==> src/rtl/soc_pb_spi_flash_rd_if.sv <==
// Bundle of the read-request, byte-stream and SPI-master command/response channels
// of soc_pb_spi_flash_rd; the block itself uses the slave modport.
interface soc_pb_spi_flash_rd_if #(parameter int LEN_W = 16);
  logic             req_valid;
  logic             req_ready;
  logic [23:0]      req_addr;
  logic [LEN_W-1:0] req_len;
  logic             rd_valid;
  logic             rd_ready;
  logic [7:0]       rd_data;
  logic             rd_last;
  logic             done;
  logic             pb_spi_cmd_valid;
  logic             pb_spi_cmd_ready;
  logic [4:0]       pb_spi_cmd_we_msk;
  logic [31:0]      pb_spi_din;
  logic [31:0]      pb_spi_dout;
  logic             pb_spi_valid;
  logic             pb_spi_ready;

  modport slave (
    input  req_valid, req_addr, req_len, rd_ready,
    input  pb_spi_cmd_ready, pb_spi_dout, pb_spi_valid,
    output req_ready, rd_valid, rd_data, rd_last, done,
    output pb_spi_cmd_valid, pb_spi_cmd_we_msk, pb_spi_din, pb_spi_ready
  );

  modport master (
    output req_valid, req_addr, req_len, rd_ready,
    output pb_spi_cmd_ready, pb_spi_dout, pb_spi_valid,
    input  req_ready, rd_valid, rd_data, rd_last, done,
    input  pb_spi_cmd_valid, pb_spi_cmd_we_msk, pb_spi_din, pb_spi_ready
  );
endinterface

==> src/rtl/soc_pb_spi_flash_rd.sv <==
// SPI flash byte reader driving a bit-level SPI master one command at a time.
// Optional macro SOC_SPI_FLASH_FAST_READ_EN selects opcode 0x0B with a dummy byte.
module soc_pb_spi_flash_rd #(
  parameter int LEN_W = 16
) (
  input logic                  clk,
  input logic                  rst_n,
  soc_pb_spi_flash_rd_if.slave bus
);

`ifdef SOC_SPI_FLASH_FAST_READ_EN
  localparam int CMD_BITS = 40;
`else
  localparam int CMD_BITS = 32;
`endif

  localparam logic [4:0]       MSK_CR       = 5'b00011;
  localparam logic [4:0]       MSK_DR       = 5'b00001;
  localparam logic [5:0]       LAST_CMD_BIT = 6'(CMD_BITS - 1);
  localparam logic [5:0]       LAST_RX_BIT  = 6'd7;
  localparam logic [LEN_W-1:0] LEN_ONE      = LEN_W'(1'b1);
  localparam logic [LEN_W-1:0] LEN_ZERO     = {LEN_W{1'b0}};

  typedef enum logic [2:0] {
    S_IDLE, S_CS_ON, S_SEND, S_RECV, S_PUSH, S_CS_OFF, S_FIN
  } state_t;

  state_t              r_state;
  logic [5:0]          r_bit_cnt;
  logic [LEN_W-1:0]    r_rem;
  logic [CMD_BITS-1:0] r_shift;
  logic [23:0]         r_addr;
  logic                r_req_ready;
  logic                r_rd_valid;
  logic [7:0]          r_rd_data;
  logic                r_rd_last;
  logic                r_done;
  logic                r_cmd_valid;
  logic [4:0]          r_we_msk;
  logic [31:0]         r_din;
  logic                r_spi_ready;
  logic [CMD_BITS-1:0] w_cmd_word;
  logic                w_cmd_fire;
  logic                w_rsp;

  function automatic logic [31:0] cr_word(input logic cs);
    return {23'd0, cs, 8'd0};
  endfunction

  function automatic logic [31:0] dr_word(input logic mosi);
    return {24'd0, mosi, 7'd0};
  endfunction

`ifdef SOC_SPI_FLASH_FAST_READ_EN
  assign w_cmd_word = {8'h0B, r_addr, 8'h00};
`else
  assign w_cmd_word = {8'h03, r_addr};
`endif

  assign w_cmd_fire = r_cmd_valid & bus.pb_spi_cmd_ready;
  assign w_rsp      = r_spi_ready & bus.pb_spi_valid;

  assign bus.req_ready         = r_req_ready;
  assign bus.rd_valid          = r_rd_valid;
  assign bus.rd_data           = r_rd_data;
  assign bus.rd_last           = r_rd_last;
  assign bus.done              = r_done;
  assign bus.pb_spi_cmd_valid  = r_cmd_valid;
  assign bus.pb_spi_cmd_we_msk = r_we_msk;
  assign bus.pb_spi_din        = r_din;
  assign bus.pb_spi_ready      = r_spi_ready;

  // Read sequencer; a response that needs a follow-up command issues it on the same edge.
  always_ff @(posedge clk or negedge rst_n) begin
    if (!rst_n) begin
      r_state     <= S_IDLE;
      r_bit_cnt   <= 6'd0;
      r_rem       <= LEN_ZERO;
      r_shift     <= {CMD_BITS{1'b0}};
      r_addr      <= 24'd0;
      r_req_ready <= 1'b1;
      r_rd_valid  <= 1'b0;
      r_rd_data   <= 8'd0;
      r_rd_last   <= 1'b0;
      r_done      <= 1'b0;
      r_cmd_valid <= 1'b0;
      r_we_msk    <= 5'd0;
      r_din       <= 32'd0;
      r_spi_ready <= 1'b0;
    end else begin
      if (w_cmd_fire) begin
        r_cmd_valid <= 1'b0;
        r_spi_ready <= 1'b1;
      end else if (w_rsp) begin
        r_spi_ready <= 1'b0;
      end

      case (r_state)
        S_IDLE: begin
          if (bus.req_valid && r_req_ready) begin
            r_addr      <= bus.req_addr;
            r_rem       <= bus.req_len;
            r_req_ready <= 1'b0;
            if (bus.req_len != LEN_ZERO) begin
              r_state     <= S_CS_ON;
              r_cmd_valid <= 1'b1;
              r_we_msk    <= MSK_CR;
              r_din       <= cr_word(1'b1);
            end else begin
              r_state <= S_FIN;
              r_done  <= 1'b1;
            end
          end
        end
        S_CS_ON: begin
          if (w_rsp) begin
            r_state     <= S_SEND;
            r_bit_cnt   <= 6'd0;
            r_shift     <= {w_cmd_word[CMD_BITS-2:0], 1'b0};
            r_cmd_valid <= 1'b1;
            r_we_msk    <= MSK_DR;
            r_din       <= dr_word(w_cmd_word[CMD_BITS-1]);
          end
        end
        S_SEND: begin
          if (w_rsp) begin
            r_cmd_valid <= 1'b1;
            r_we_msk    <= MSK_DR;
            if (r_bit_cnt == LAST_CMD_BIT) begin
              r_state   <= S_RECV;
              r_bit_cnt <= 6'd0;
              r_din     <= dr_word(1'b0);
            end else begin
              r_bit_cnt <= r_bit_cnt + 6'd1;
              r_shift   <= {r_shift[CMD_BITS-2:0], 1'b0};
              r_din     <= dr_word(r_shift[CMD_BITS-1]);
            end
          end
        end
        S_RECV: begin
          if (w_rsp) begin
            if (r_bit_cnt == LAST_RX_BIT) begin
              r_state    <= S_PUSH;
              r_bit_cnt  <= 6'd0;
              r_rd_data  <= bus.pb_spi_dout[7:0];
              r_rd_valid <= 1'b1;
              r_rd_last  <= (r_rem == LEN_ONE);
            end else begin
              r_bit_cnt   <= r_bit_cnt + 6'd1;
              r_cmd_valid <= 1'b1;
              r_we_msk    <= MSK_DR;
              r_din       <= dr_word(1'b0);
            end
          end
        end
        S_PUSH: begin
          if (bus.rd_ready) begin
            r_rd_valid  <= 1'b0;
            r_rd_last   <= 1'b0;
            r_rem       <= r_rem - LEN_ONE;
            r_cmd_valid <= 1'b1;
            if (r_rem == LEN_ONE) begin
              r_state  <= S_CS_OFF;
              r_we_msk <= MSK_CR;
              r_din    <= cr_word(1'b0);
            end else begin
              r_state  <= S_RECV;
              r_we_msk <= MSK_DR;
              r_din    <= dr_word(1'b0);
            end
          end
        end
        S_CS_OFF: begin
          if (w_rsp) begin
            r_state <= S_FIN;
            r_done  <= 1'b1;
          end
        end
        S_FIN: begin
          r_done      <= 1'b0;
          r_req_ready <= 1'b1;
          r_state     <= S_IDLE;
        end
        default: begin
          r_state     <= S_IDLE;
          r_req_ready <= 1'b1;
          r_cmd_valid <= 1'b0;
          r_spi_ready <= 1'b0;
          r_rd_valid  <= 1'b0;
          r_rd_last   <= 1'b0;
          r_done      <= 1'b0;
        end
      endcase
    end
  end

endmodule
==> src/flat_wrapper.sv <==
// flat-port wrapper written by rule: the top's interface ports become plain ports
module soc_pb_spi_flash_rd_flat 
#(
  parameter int LEN_W = 16
)
  (clk, rst_n, bus_req_valid, bus_req_addr, bus_req_len, bus_rd_ready, bus_pb_spi_cmd_ready, bus_pb_spi_dout, bus_pb_spi_valid, bus_req_ready, bus_rd_valid, bus_rd_data, bus_rd_last, bus_done, bus_pb_spi_cmd_valid, bus_pb_spi_cmd_we_msk, bus_pb_spi_din, bus_pb_spi_ready);
  soc_pb_spi_flash_rd_if #(.LEN_W(LEN_W)) bus_i ();
  input logic clk;
  input logic rst_n;
  input wire logic [$bits(bus_i.req_valid)-1:0] bus_req_valid;
  input wire logic [$bits(bus_i.req_addr)-1:0] bus_req_addr;
  input wire logic [$bits(bus_i.req_len)-1:0] bus_req_len;
  input wire logic [$bits(bus_i.rd_ready)-1:0] bus_rd_ready;
  input wire logic [$bits(bus_i.pb_spi_cmd_ready)-1:0] bus_pb_spi_cmd_ready;
  input wire logic [$bits(bus_i.pb_spi_dout)-1:0] bus_pb_spi_dout;
  input wire logic [$bits(bus_i.pb_spi_valid)-1:0] bus_pb_spi_valid;
  output wire logic [$bits(bus_i.req_ready)-1:0] bus_req_ready;
  output wire logic [$bits(bus_i.rd_valid)-1:0] bus_rd_valid;
  output wire logic [$bits(bus_i.rd_data)-1:0] bus_rd_data;
  output wire logic [$bits(bus_i.rd_last)-1:0] bus_rd_last;
  output wire logic [$bits(bus_i.done)-1:0] bus_done;
  output wire logic [$bits(bus_i.pb_spi_cmd_valid)-1:0] bus_pb_spi_cmd_valid;
  output wire logic [$bits(bus_i.pb_spi_cmd_we_msk)-1:0] bus_pb_spi_cmd_we_msk;
  output wire logic [$bits(bus_i.pb_spi_din)-1:0] bus_pb_spi_din;
  output wire logic [$bits(bus_i.pb_spi_ready)-1:0] bus_pb_spi_ready;
  assign bus_i.req_valid = bus_req_valid;
  assign bus_i.req_addr = bus_req_addr;
  assign bus_i.req_len = bus_req_len;
  assign bus_i.rd_ready = bus_rd_ready;
  assign bus_i.pb_spi_cmd_ready = bus_pb_spi_cmd_ready;
  assign bus_i.pb_spi_dout = bus_pb_spi_dout;
  assign bus_i.pb_spi_valid = bus_pb_spi_valid;
  assign bus_req_ready = bus_i.req_ready;
  assign bus_rd_valid = bus_i.rd_valid;
  assign bus_rd_data = bus_i.rd_data;
  assign bus_rd_last = bus_i.rd_last;
  assign bus_done = bus_i.done;
  assign bus_pb_spi_cmd_valid = bus_i.pb_spi_cmd_valid;
  assign bus_pb_spi_cmd_we_msk = bus_i.pb_spi_cmd_we_msk;
  assign bus_pb_spi_din = bus_i.pb_spi_din;
  assign bus_pb_spi_ready = bus_i.pb_spi_ready;
  soc_pb_spi_flash_rd #(.LEN_W(LEN_W)) u_core (.clk(clk), .rst_n(rst_n), .bus(bus_i));
endmodule
==> config.mk <==
export PLATFORM = sky130hd
export DESIGN_NAME = soc_pb_spi_flash_rd_flat
export DESIGN_NICKNAME = d
export VERILOG_FILES = /design/src/rtl/soc_pb_spi_flash_rd_if.sv /design/src/rtl/soc_pb_spi_flash_rd.sv /design/src/flat_wrapper.sv
export SDC_FILE = /design/constraint.sdc
export NUM_CORES = 1
export LEC_CHECK = 0
export ABC_AREA = 1
export CAP_MARGIN = 20
export CORE_MARGIN = 3
export CORE_UTILIZATION = 54
export DETAILED_ROUTE_END_ITERATION = 8
export PLACE_DENSITY = 0.92
export SLEW_MARGIN = 10
export SYNTH_ARGS = -nofsm -noshare
export SYNTH_HDL_FRONTEND = slang
export SYNTH_SLANG_ARGS = --single-unit
==> constraint.sdc <==
create_clock -name clk -period 3 [get_ports clk]
set_input_delay 0.6 -clock clk [delete_from_list [all_inputs] [get_ports clk]]
set_output_delay 0.6 -clock clk [all_outputs]
set_load 0.05 [all_outputs]
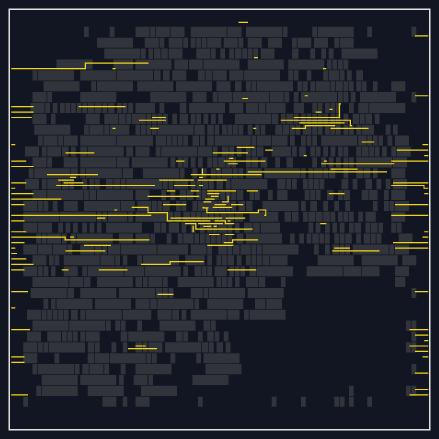
**Above:** signal wires on met3.
(4 px per µm) Cells faint in the background.
longest straight run: 34.7 µm
main direction: horizontal
wire length on this layer: 831 µm
nets with wire on the layer: 116
share of all routed wire: 7.0%

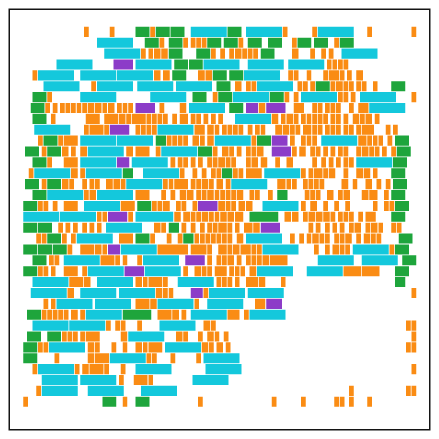
**Above:** placed cells, one colour a class.
(4 px per µm)
[green] other buffers and delay cells | cells: 79 | share of their area: 13%
[purple] clock drivers and dummy loads | cells: 16 | share of their area: 3.3%
[orange] all other logic | cells: 570 | share of their area: 43%
[cyan] flops | cells: 98 | share of their area: 41%

==> results.cfg <==
; implementation run metrics
[status]
status = finished, final reports clean

[sta]
relSlewSlack_pct = 51.1
clock.fmax_mhz = 419
hold-worst-slack_ns = 0.283
hold_viol = 0
setup_slack_ns = 0.615
maxSlewViolCount = 0

[worst_setup_path]
path_delay_family = buffers and inverters
crit_path_end = bus_req_ready
cp.depth = 1
cp.required_ns = 2.40
startpoint_type = flop
rrSetupSlack_ns = 0.86
crit_chain = clkdlybuf4s50_1
path_buffers = 1
worstPathArrival_ns = 1.78
r2r-start = u_core.r_state[2]
slowest_stage = clkdlybuf4s50_1
r2r_end = u_core.r_shift[4]
critPathMaxFanout = 4

[finish]
final_cells = 892
syn_to_final_growth_pct = 16.9
layout.cells.most_common = nand2_1
mi_logic_area_um2 = 2390
nets = 839
final_cell_mix = nand2_1 (268), dfrtp_1 (97), nor2_1 (71), clkdlybuf4s50_1 (70), inv_1 (39)
flop_area_um2 = 2450
largest_reg_flops = 31
fin_util_pct = 65.7
bufAreaShareNonClock_pct = 12.9
fillerInstances = 767
n_clock_buffer = 10
drive_gt1_share_pct = 5.37
comb_share_pct = 38.8
regMostFlops = u_core.r_shift
dominant-cell-class = flip-flops and latches
nMultiInputCombCells = 527
reg_top3 = u_core.r_shift (31), u_core.r_addr (24), u_core.r_rem (16)

[clocking]
worstSkewPairLatency_ns = 0.36
cts_root_buf = clkbuf_8
cts_sinks = 98
cts_tree = built
clockBufferDepth = 2
htreeDepth = 3

[global_routing]
met1_usage_pct = 28.2
grt_pass1_wl_um = 20300
grt_util_met2_pct = 37.0
grt_pass1_vias = 4547
grt_use_total_pct = 22.1
grt.met3_usage_pct = 4.39
grt.busiest_layer = met2

[pwr]
pg_clk_uw = 834
switchingPower_uw = 2400
irDropWorstVdd_mv = 0.502
p_comb_uw = 2380
p_seq_share_pct = 40.3
pwr-share-clk_pct = 15.5

[place]
placed_cells = 876
dp_hpwl_um = 8490
pre_cts_ws_ns = 0.536
place.gp.congestion = 0.957
placed_area_um2 = 5960
portBuffers = 71

[synth]
synth_seq_share_pct = 46.6
flop_cell = dfrtp_1
logic_family = simple AND/OR/NAND/NOR gates
area_leaders = dfrtp_1 (46%), nand2_1 (19%), buf_4 (5.4%)
top_cell_area_share_pct = 46.1
synth.cellmix.compoundShare_pct = 6.46
synth_cell_types = 33
yosysMostFrequentCell = nand2_1
yosys-top-cells-count = nand2_1 (268), dfrtp_1 (97), nor2_1 (71)
synthesis.area_um2 = 5270
avgSynthCellArea_um2 = 7.60
yosys.area_share.adder_pct = 0.713
mux_share_pct = 4.37

[route]
routedWlPerCell_um = 13.2
detail-route-antenna-nets = 0
wl_met1_um = 4830
drt_first_pass_iters = 5
wl_met3_um = 831
first_iter_violations = 415

[floorplan]
core-area_um2 = 9370
fp.dieW_um = 105
die_h_um = 105
fp-row-count = 35
nWellTaps = 129
Power and IR drop assume default switching activity.
